File: src/rtl/param_concat_pkg.sv
// rtl/param_concat_pkg.sv - packing modes and width helpers for param_concat_fifo
package param_concat_pkg;

  typedef enum logic [1:0] {
    MODE_CAT    = 2'd0,
    MODE_LOHALF = 2'd1,
    MODE_SWAP   = 2'd2,
    MODE_SUM    = 2'd3
  } mode_e;

  function automatic int total_w(input int n, input int m);
    return n + m;
  endfunction

  function automatic int half_w(input int m);
    return m / 2;
  endfunction

endpackage

File: src/rtl/concat_sync_fifo.sv
// rtl/concat_sync_fifo.sv - single-clock storage FIFO with wrap-around pointers
module concat_sync_fifo #(
  parameter  int W     = 12,
  parameter  int DEPTH = 4,
  localparam int AW    = $clog2(DEPTH),
  localparam int CW    = AW + 1
) (
  input  logic          clk,
  input  logic          rst_n,
  input  logic          flush,
  input  logic          push,
  input  logic          pop,
  input  logic [W-1:0]  wdata,
  output logic [W-1:0]  rdata,
  output logic [CW-1:0] count,
  output logic          full,
  output logic          empty
);

  logic [W-1:0]  mem [DEPTH];
  logic [AW-1:0] wptr;
  logic [AW-1:0] rptr;
  logic [CW-1:0] cnt;
  logic          push_en;
  logic          pop_en;

  // flush dominates so a cycle with flush leaves nothing behind
  assign push_en = push && !flush && !full;
  assign pop_en  = pop && !flush && !empty;

  always_ff @(posedge clk or negedge rst_n) begin
    if (!rst_n) begin
      wptr <= '0;
      rptr <= '0;
      cnt  <= '0;
    end else if (flush) begin
      wptr <= '0;
      rptr <= '0;
      cnt  <= '0;
    end else begin
      if (push_en) wptr <= wptr + AW'(1);
      if (pop_en)  rptr <= rptr + AW'(1);
      case ({push_en, pop_en})
        2'b10:   cnt <= cnt + CW'(1);
        2'b01:   cnt <= cnt - CW'(1);
        default: cnt <= cnt;
      endcase
    end
  end

  // storage is not reset; only the pointers define what is valid
  always_ff @(posedge clk) begin
    if (push_en) mem[wptr] <= wdata;
  end

  assign rdata = mem[rptr];
  assign count = cnt;
  assign full  = (cnt == CW'(DEPTH));
  assign empty = (cnt == '0);

endmodule

File: src/rtl/param_concat_fifo.sv
// rtl/param_concat_fifo.sv - packs operands a/b per mode and queues them in a FIFO
module param_concat_fifo
  import param_concat_pkg::*;
#(
  parameter  int N     = 4,
  parameter  int M     = 8,
  parameter  int DEPTH = 4,
  localparam int TOTAL = total_w(N, M),
  localparam int HALF  = half_w(M),
  localparam int CW    = $clog2(DEPTH) + 1
) (
  input  logic             clk,
  input  logic             rst_n,
  input  logic             in_valid,
  output logic             in_ready,
  input  logic [N-1:0]     a,
  input  logic [M-1:0]     b,
  input  logic [1:0]       mode,
  input  logic             flush,
  output logic             out_valid,
  input  logic             out_ready,
  output logic [TOTAL-1:0] out_data,
  output logic [CW-1:0]    count,
  output logic             drop
);

  logic             alive;
  logic             full;
  logic             empty;
  logic             push;
  logic             pop;
  logic [TOTAL-1:0] packed_word;

  // in_ready stays low until the first edge after reset release
  always_ff @(posedge clk or negedge rst_n) begin
    if (!rst_n) alive <= 1'b0;
    else        alive <= 1'b1;
  end

  assign in_ready  = alive && !full && !flush;
  assign out_valid = !empty;
  assign push      = in_valid && in_ready;
  assign pop       = out_valid && out_ready && !flush;

  always_ff @(posedge clk or negedge rst_n) begin
    if (!rst_n)                      drop <= 1'b0;
    else if (in_valid && !in_ready)  drop <= 1'b1;
  end

  always_comb begin
    packed_word = '0;
    case (mode_e'(mode))
      MODE_CAT:    packed_word = {a, b};
      MODE_LOHALF: packed_word = {a, {HALF{1'b0}}, b[HALF-1:0]};
      MODE_SWAP:   packed_word = {b, a};
      MODE_SUM:    packed_word = {{M{1'b0}}, a} + {{N{1'b0}}, b};
      default:     packed_word = '0;
    endcase
  end

  concat_sync_fifo #(
    .W     (TOTAL),
    .DEPTH (DEPTH)
  ) u_fifo (
    .clk   (clk),
    .rst_n (rst_n),
    .flush (flush),
    .push  (push),
    .pop   (pop),
    .wdata (packed_word),
    .rdata (out_data),
    .count (count),
    .full  (full),
    .empty (empty)
  );

endmodule

File: config.mk
export PLATFORM = sky130hd
export DESIGN_NAME = param_concat_fifo
export DESIGN_NICKNAME = d
export VERILOG_FILES = /design/src/rtl/param_concat_pkg.sv /design/src/rtl/concat_sync_fifo.sv /design/src/rtl/param_concat_fifo.sv
export SDC_FILE = /design/constraint.sdc
export NUM_CORES = 1
export LEC_CHECK = 0
export CAP_MARGIN = 10
export CORE_MARGIN = 2
export CORE_UTILIZATION = 40
export CTS_BUF_LIST = sky130_fd_sc_hd__clkbuf_4 sky130_fd_sc_hd__clkbuf_8 sky130_fd_sc_hd__clkbuf_16
export CTS_CLUSTER_DIAMETER = 150
export DETAILED_ROUTE_END_ITERATION = 12
export PLACE_DENSITY_LB_ADDON = 0.2
export RECOVER_POWER = 50
export SYNTH_ARGS = -nofsm -noshare
export SYNTH_HDL_FRONTEND = slang
export SYNTH_SLANG_ARGS = --single-unit
File: constraint.sdc
create_clock -name clk -period 6.21 [get_ports clk]
set_input_delay 0.9315 -clock clk [delete_from_list [all_inputs] [get_ports clk]]
set_output_delay 0.9315 -clock clk [all_outputs]
set_load 0.05 [all_outputs]
Run 1, met2 routing:
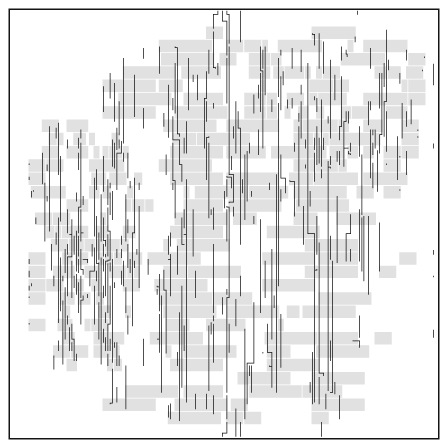
- share of all routed wire: 47%
- wire length on this layer: 2350 um

Run 1, the metal 1 layer:
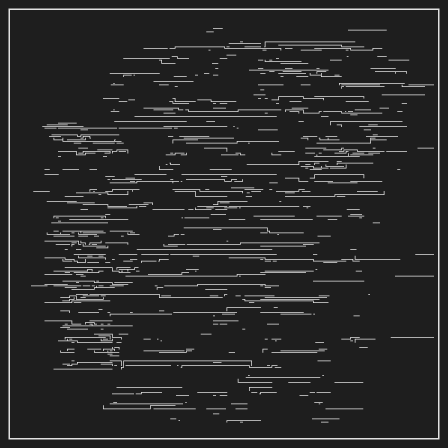
- main direction: horizontal
- share of all routed wire: 47%

==> results.rst, run 1 <==
Flow metrics
------------

.. list-table::
   :header-rows: 1

   * - Metric
     - Value
   * - Number of flops mapped to enable cells by yosys
     - 48
   * - List of most frequent post-synthesis cells
     - 48 x edfxtp_1, 13 x nor2_1, 12 x mux4_2, 9 x dfrtp_1
   * - Instance count after placement with tap cells included
     - 315
   * - Syn. warnings
     - 0
   * - Kind of end point of the critical path
     - register
   * - Levels on crit path
     - 7
   * - Reported combinational group power
     - 0.000393 W
   * - Top logic cell family in the synthesized netlist
     - multiplexers
   * - Biggest consumer
     - sequential cells
   * - Area of the placeable core
     - 6790 um^2
   * - Result of the run
     - finished, violations left
   * - Summed area of non-filler cells in the final layout
     - 3390 um^2
   * - Most used routing layer in global routing
     - met2
   * - Ys cells
     - 191
   * - Vias/cell
     - 5.02
   * - WS Path Type
     - input port to register
   * - Most used standard cell by instance count after synthesis
     - edfxtp_1
   * - Height of the die
     - 87.6 um
   * - Antenna violation net count after detailed routing
     - 0
   * - Power density relative to cell area
     - 339 nW/um^2
   * - Seq. pwr
     - 0.000484 W
   * - Final setup viols
     - 0
   * - Max-slew violation count
     - 11
   * - Leading cell type in the layout, fill and taps excluded
     - edfxtp_1
   * - Worst-case vdd ir drop
     - 103 uV
   * - Unique masters post-synth
     - 44
   * - Capturing instance or port of the critical path
     - u_fifo.count[2]
   * - Non-filler instance count after layout
     - 331
   * - Worst R2R End
     - u_fifo.count[2]
   * - Simple Share, Synth
     - 0.107
   * - Area reported by Yosys stat
     - 2800 um^2
   * - Internal power
     - 0.000744 W
   * - Fraction of power consumed by sequential logic
     - 0.422
   * - Power spent charging and discharging nets
     - 0.000404 W
   * - Capture endpoint of the worst hold path
     - drop
   * - Post-Synthesis Cells
     - 191
   * - Number of maximum-capacitance violations
     - 1
   * - Number of warnings the tools reported
     - 29
   * - Total global-route track usage
     - 0.139
   * - Number of buffers created by CTS
     - 9
   * - Fraction of synthesized area in multiplexers
     - 0.137
   * - First-pass iteration count of the detailed router
     - 4
   * - Register bank with the most flops
     - u_fifo.mem
   * - Post-synth area hogs
     - edfxtp_1 52%, mux4_2 9.7%, dfrtp_1 8.1%, ha_1 3.6%, mux2i_1 2.9%
   * - Number of register bits inferred by synthesis
     - 57
   * - TritonCTS clock tree
     - done
   * - Xor/xnor share of the synthesized area
     - 0.0184
   * - Area growth from synthesis to layout
     - 21.1%
   * - Total Power
     - 0.00115 W
   * - Initial detailed-routing violation count
     - 52
   * - Hold Violations, Final
     - 0
   * - Setup skew after layout
     - 7.47 ps
   * - Clk Tree Root Cell
     - clkbuf_8
   * - Final cycle utilization of the critical path
     - 0.638
   * - Biggest cell delay along the critical path
     - 1330 ps
   * - Clock Pin Slew Worst Setup and Hold Paths
     - 60 ps
   * - Slew headroom
     - -0.0403
   * - Fraction of final layout cells with drive strength greater than 1
     - 0.119
   * - Maximum number of pins on one net before global-route repair
     - 21
   * - Post-cts resize count
     - 0
   * - Worst hold path startpoint
     - drop
   * - Syn avg cell area
     - 14.6 um^2
   * - Die width
     - 87.6 um
   * - Critical Path Slowest Stage Cell
     - nor4b_1
   * - Startpoint of the most critical setup path
     - flush
   * - Number of I/O pins
     - 37
   * - Combinational power share
     - 0.343
   * - Path class of the lowest-slack min-delay path
     - register to register
   * - Async set-reset flop share out of synthesis
     - 0.158
   * - Post-synthesis compound-gate area fraction
     - 0.0658
   * - Count of filler cells inserted in the layout
     - 608
   * - Instance area after placement
     - 3240 um^2
   * - Setup repair after global routing missed its margin
     - no
   * - Number of antenna violations at the first check in global routing
     - 0
   * - Nets@finish
     - 259
   * - Arr. time, crit path
     - 4170 ps
   * - Via count of the first global-routing pass
     - 1558
   * - PortBufs
     - 36
   * - WHS Path Cells
     - 1
   * - Sequential element share of the synthesized area
     - 0.596
   * - Synth Area in Adders
     - 0.0501
   * - Power attributed to the clock group
     - 0.000270 W
   * - Share of power burned in the clock network
     - 0.236
   * - Cell area after synthesis
     - 2800 um^2
   * - Leakage power figure
     - 1.19 nW
   * - Total Neg Setup Slack
     - 0 ps
   * - CTS H-Tree Depth
     - 3
   * - Wire length of the first global-routing pass
     - 7.83 mm
   * - Cell-by-cell trace of the critical path
     - dlygate4sd3_1 -> nor4b_1 -> nor3_1 -> fa_1 -> and2_1 -> mux2i_1 -> mux2_1
   * - Post-detailed-route wirelength per cell
     - 15.0 um
   * - Required time of the critical path
     - 6410 ps
   * - Met1 layer usage reported by global route
     - 0.182
   * - Share of the core filled by cells before placement
     - 0.411
   * - Clock latency on the worst-skew pair
     - 320 ps
   * - Worst Reg2Reg Path Length in Cells
     - 7
   * - Slew at the pin closest to its max-slew limit
     - 1540 ps
   * - Fmax
     - 252 MHz
   * - Number of vias in the routed layout
     - 1661
   * - Count of inserted antenna diode cells
     - 0
   * - Dominant register cell in the synthesized netlist
     - edfxtp_1
   * - Area share of the leading cell type in the synthesized netlist
     - 0.516
   * - Fraction of power spent switching nets
     - 0.352
   * - Failing checks
     - max-capacitance violations, max-slew violations
   * - Post-CTS Setup Inserts
     - 0
   * - Kind of start point of the critical path
     - input port
   * - Flip-flop count of the largest register after layout
     - 48
   * - Number of buffers on the longest clock path
     - 2
   * - Worst Slack Setup Final
     - 2250 ps
   * - Total wire length
     - 4.98 mm
   * - M3 GR Usage
     - 0.0339
   * - Cell Rows
     - 30
   * - Post-place setup slack
     - 2510 ps
   * - Met2 track demand over resource
     - 0.218
   * - Leading area contributor after synthesis
     - edfxtp_1
   * - Setup slack of the worst register-to-register path
     - 3010 ps
   * - Reg2Reg Launch Point
     - u_fifo.count[2]
   * - Detailed placement HPWL
     - 3.49 mm
   * - Hold-fix buffers at CTS
     - 0
   * - Worst Path Buf+Inv
     - 1
   * - Worst-path fanout max
     - 13
   * - Sink count of the clock tree
     - 57
   * - Cell class contributing the biggest share of worst-path delay
     - simple AND/OR/NAND/NOR gates
   * - Global placer's final weighted congestion
     - 0.913
   * - Die area
     - 7670 um^2
   * - Post-Syn Nets
     - 220
   * - Leading cell types in the layout, fill and taps excluded
     - 48 x edfxtp_1, 27 x clkdlybuf4s50_1, 13 x nor2_1, 12 x mux4_2
   * - Global route total overflow
     - 0
Run 1, cells by drive strength:
Bar = 20 um.
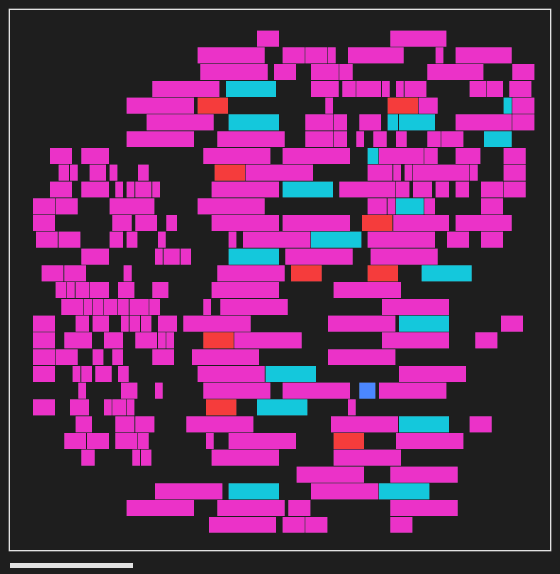
- cyan: _2 cells (cells 18; share 7.7%; most used mux4_2)
- magenta: _0 and _1 cells (cells 207; share 88%; most used edfxtp_1)
- blue: _3 and _4 cells (cells 1; share 0.43%; most used clkbuf_4)
- red: _6 and larger (cells 9; share 3.8%; most used clkbuf_8)

Run 1, metal layers overlaid:
Two of the layers only.
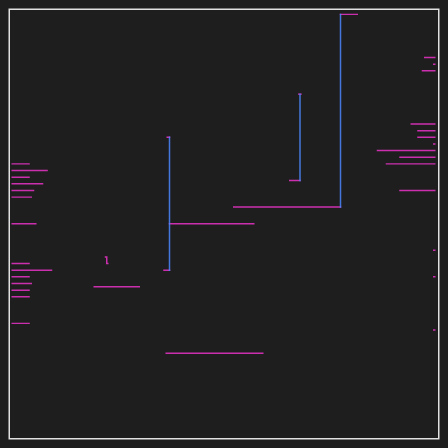
- magenta: metal 3 (wire length 193 um)
- blue: metal 4 (wire length 84.3 um)

run 1: layout make-up:
cell class                 count  area (um^2)  share of cell area
clock buffer                  10          131              0.0388
clock inverter                 6         25.0             0.00739
inverter                       9         33.8             0.00998
multi-input combinational    117         1050               0.310
sequential                    57         1670               0.492
tap                           96          120              0.0355
timing repair buffer          36          360               0.106
run 1: stage by stage:
stage               utilization  hold slack, ps
floorplan                     -             538
global placement          0.478             471
detailed placement        0.478             471
CTS                       0.501             488
global route              0.498             505
finish                    0.498             472
run 1: per-layer routing:
layer / up-vias / wire [um]
li1: 811 / -
met1: 802 / 2350
met2: 41 / 2350
met3: 7 / 192
met4: 0 / 84
met5: - / 0
--- run 2 (diff from run 1) ---
clock period = 4 ns   (was 6.21 ns; I/O delays follow)
Run 2, the metal 1 layer:
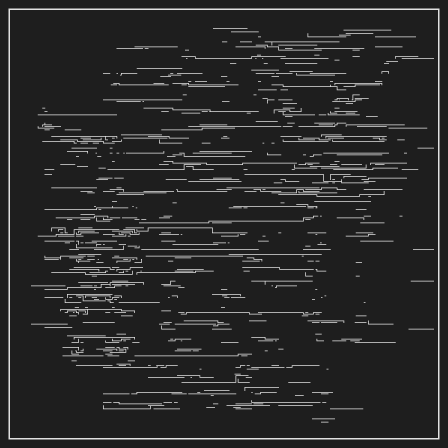
- nets with wire on the layer: 220
- wire length on this layer: 2380 um

Run 2, metal layers overlaid:
Two of the layers only.
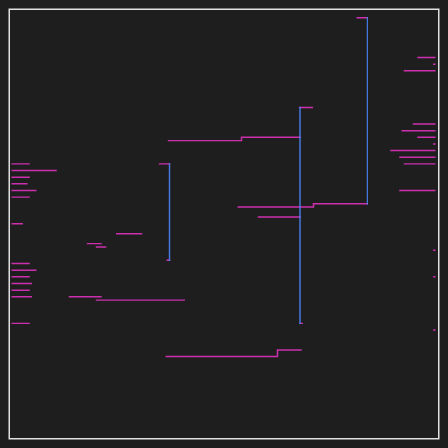
- magenta: metal 3 (wire length 244 um)
- blue: metal 4 (wire length 102 um)

==> run 2 against run 1 <==
- the run now ends clean
- clock-buffer cell count down 1
- via count up 1.7%
- combinational power up 59%
- flip-flop count unchanged
- core utilization up 0.17 points
- non-clock buffer count up 2
- critical path depth down 4
- final area up 0.33%
==> results.rst, run 2 <==
Flow metrics
------------

.. list-table::
   :header-rows: 1

   * - Metric
     - Value
   * - Capture endpoint of the worst hold path
     - drop
   * - Nonclk buf count
     - 38 (+5.6%)
   * - Height of the die
     - 87.6 um (unchanged)
   * - Cell area after synthesis
     - 2800 um^2 (unchanged)
   * - Flip-flop count of the largest register after layout
     - 48 (unchanged)
   * - Final-layout clock-cell area share
     - 0.0508 (+0.00464)
   * - Non-filler instance count after layout
     - 331 (unchanged)
   * - Unique masters post-synth
     - 44 (unchanged)
   * - Kind of start point of the critical path
     - register
   * - Combinational power share
     - 0.339 (-0.004)
   * - Wire length on met1
     - 2.38 mm (+1.3%)
   * - Detailed placement HPWL
     - 3.62 mm (+3.5%)
   * - Maximum number of pins on one net before global-route repair
     - 21 (unchanged)
   * - Count of inserted antenna diode cells
     - 0 (unchanged)
   * - Fraction of power consumed by sequential logic
     - 0.401 (-0.021)
   * - Met2 wire length
     - 2.43 mm (+3.5%)
   * - Kind of end point of the critical path
     - output port
   * - Final hold slack
     - 487 ps (+15.4 ps)
   * - Critical Path Slowest Stage Cell
     - dfrtp_1
   * - Largest class
     - registers
   * - Post-detailed-route wirelength per cell
     - 15.6 um (+3.6%)
   * - Number of I/O pins
     - 37 (unchanged)
   * - Capturing instance or port of the critical path
     - out_data[3]
   * - Internal power
     - 0.00121 W (+63%)
   * - Setup repair after global routing missed its margin
     - no
   * - Required time of the critical path
     - 3400 ps (-3010 ps)
   * - Global placer's final weighted congestion
     - 0.887 (-2.8%)
   * - Comb area
     - 1040 um^2 (-1.2%)
   * - CTS H-Tree Depth
     - 3 (unchanged)
   * - Setup slack of the worst register-to-register path
     - 1430 ps (-1580 ps)
   * - Sink count of the clock tree
     - 57 (unchanged)
   * - Startpoint of the most critical setup path
     - u_fifo.rptr[0]
   * - Seq. pwr
     - 0.000740 W (+53%)
   * - Worst Slack Setup Final
     - 695 ps (-1550 ps)
   * - Number of buffers on the longest clock path
     - 2 (unchanged)
   * - Post-Syn Nets
     - 220 (unchanged)
   * - Worst Reg2Reg Path Length in Cells
     - 8 (+1)
   * - Slew at the pin closest to its max-slew limit
     - 928 ps (-611 ps)
   * - Final setup viols
     - 0 (unchanged)
   * - Leading area contributor after synthesis
     - edfxtp_1
   * - Total Power
     - 0.00184 W (+61%)
   * - Cell Rows
     - 30 (unchanged)
   * - Syn avg cell area
     - 14.6 um^2 (unchanged)
   * - WHS Path Cells
     - 1 (unchanged)
   * - Biggest consumer
     - sequential cells
   * - Layout non-clock buf frac
     - 0.108 (+0.00186)
   * - Post-place setup slack
     - 944 ps (-1570 ps)
   * - List of most frequent post-synthesis cells
     - 48 x edfxtp_1, 13 x nor2_1, 12 x mux4_2, 9 x dfrtp_1
   * - Vias/cell
     - 5.10 (+1.7%)
   * - Met2 track demand over resource
     - 0.237 (+0.0193)
   * - Number of buffers created by CTS
     - 9 (unchanged)
   * - Number of register bits inferred by synthesis
     - 57 (unchanged)
   * - Ys cells
     - 191 (unchanged)
   * - Instance count after placement with tap cells included
     - 317 (+0.63%)
   * - Finished Core Util
     - 0.500 (+0.00166)
   * - Clk Tree Root Cell
     - clkbuf_8
   * - Worst hold path startpoint
     - drop
   * - Highest Signal Layer
     - met4
   * - TritonCTS clock tree
     - done
   * - Power density relative to cell area
     - 543 nW/um^2 (+60%)
   * - Number of antenna violations at the first check in global routing
     - 0 (unchanged)
   * - Antenna violation net count after detailed routing
     - 0 (unchanged)
   * - Post-cts resize count
     - 0 (unchanged)
   * - Result of the run
     - finished clean
   * - Fraction of final layout cells with drive strength greater than 1
     - 0.115 (-0.00426)
   * - Post-Synthesis Cells
     - 191 (unchanged)
   * - Hold Violations, Final
     - 0 (unchanged)
   * - Register area
     - 1670 um^2 (unchanged)
   * - Post-synth area hogs
     - edfxtp_1 52%, mux4_2 9.7%, dfrtp_1 8.1%, ha_1 3.6%, mux2i_1 2.9%
   * - Slew headroom
     - 0.381 (+0.422)
   * - Worst-path fanout max
     - 10 (-3)
   * - Biggest cell delay along the critical path
     - 710 ps (-620 ps)
   * - Fraction of power spent switching nets
     - 0.343 (-0.00853)
   * - Wire length of the first global-routing pass
     - 8.47 mm (+8.1%)
   * - Share of the core filled by cells before placement
     - 0.411 (unchanged)
   * - Reg2Reg Launch Point
     - u_fifo.count[2]
   * - Most used standard cell by instance count after synthesis
     - edfxtp_1
   * - Leading cell type in the layout, fill and taps excluded
     - edfxtp_1
   * - Die width
     - 87.6 um (unchanged)
   * - WS Path Type
     - register to output port
   * - M3 GR Usage
     - 0.0349 (+0.000943)
   * - Area share of the leading cell type in the synthesized netlist
     - 0.516 (unchanged)
   * - Nets@finish
     - 261 (+0.77%)
   * - Sequential element share of the synthesized area
     - 0.596 (unchanged)
   * - Dominant register cell in the synthesized netlist
     - edfxtp_1
   * - Power attributed to the clock group
     - 0.000479 W (+77%)
   * - Total Neg Setup Slack
     - 0 ps (unchanged)
   * - Total number of tap cells
     - 96 (unchanged)
   * - Final cycle utilization of the critical path
     - 0.826
   * - Number of maximum-capacitance violations
     - 0 (-1)
   * - Clock Pin Slew Worst Setup and Hold Paths
     - 60 ps (about the same)
   * - Max-slew violation count
     - 0 (-11)
   * - Met1 layer usage reported by global route
     - 0.200 (+0.0183)
   * - Die area
     - 7670 um^2 (unchanged)
   * - Total global-route track usage
     - 0.150 (+0.0111)
   * - Leakage power figure
     - 1.20 nW (+0.68%)
   * - First-pass iteration count of the detailed router
     - 4 (unchanged)
   * - Count of flip-flops and latches
     - 57 (unchanged)
   * - CLK BUF
     - 9 (-1)
   * - Sequential portion of the cell area
     - 0.491 (-0.00163)
   * - Reported combinational group power
     - 0.000626 W (+59%)
   * - Hold-fix buffers at CTS
     - 0 (unchanged)
   * - Sum of met3 wire segment lengths after detailed routing
     - 243 um (+27%)
   * - Path class of the lowest-slack min-delay path
     - register to register
   * - PortBufs
     - 36 (unchanged)
   * - Total wire length
     - 5.16 mm (+3.6%)
   * - Post-CTS Setup Inserts
     - 0 (unchanged)
   * - Share of power burned in the clock network
     - 0.260 (+0.024)
   * - Via count of the first global-routing pass
     - 1659 (+6.5%)
   * - Worst-case vdd ir drop
     - 181 uV (+76%)
   * - Number of flops mapped to enable cells by yosys
     - 48 (unchanged)
   * - Summed area of non-filler cells in the final layout
     - 3400 um^2 (+0.33%)
   * - Cell-by-cell trace of the critical path
     - clkbuf_1 -> mux4_2 -> clkdlybuf4s50_1
   * - Power spent charging and discharging nets
     - 0.000633 W (+57%)
   * - Fmax
     - 303 MHz
   * - Area reported by Yosys stat
     - 2800 um^2 (unchanged)
   * - Async set-reset flop share out of synthesis
     - 0.158 (unchanged)
   * - Register bank with the most flops
     - u_fifo.mem
   * - Logic share of the area
     - 0.305 (-0.00471)
   * - Setup skew after layout
     - 3.03 ps (-4.44 ps)
Run 2, cells by drive strength:
Bar = 20 um.
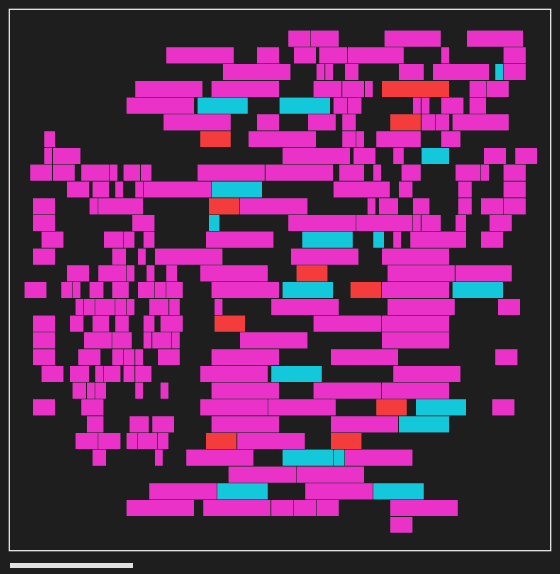
- magenta: _0 and _1 cells (cells 208; share 89%; most used edfxtp_1)
- red: _6 and larger (cells 10; share 4.3%; most used clkbuf_8)
- cyan: _2 cells (cells 17; share 7.2%; most used mux4_2)

-- run 2: cell counts after synthesis --
Identical to the previous run, type by type.
-- run 2: critical path, delay by kind of cell (launching register included) --
kind,cells,cell delay (ps)
buffers and inverters,2,1100
DFF,1,710
muxes,1,560
-- run 2: cells by family (layout without fill, tap and decap cells) --
kind of cell / Yosys count / after routing / share of synthesized area
multiplexers: 23 / 23 / 0.137
XOR/XNOR: 5 / 5 / 0.0184
adder cells (fa/ha/maj): 10 / 10 / 0.0501
AND/OR/NAND/NOR: 52 / 52 / 0.107
AND-OR/OR-AND: 26 / 26 / 0.0658
flip-flops: 57 / 57 / 0.596
other: 1 / 1 / 0.00134
buffers and inverters: 17 / 61 / 0.0233
No activity file was given, so power comes from the tool's default toggle rates.
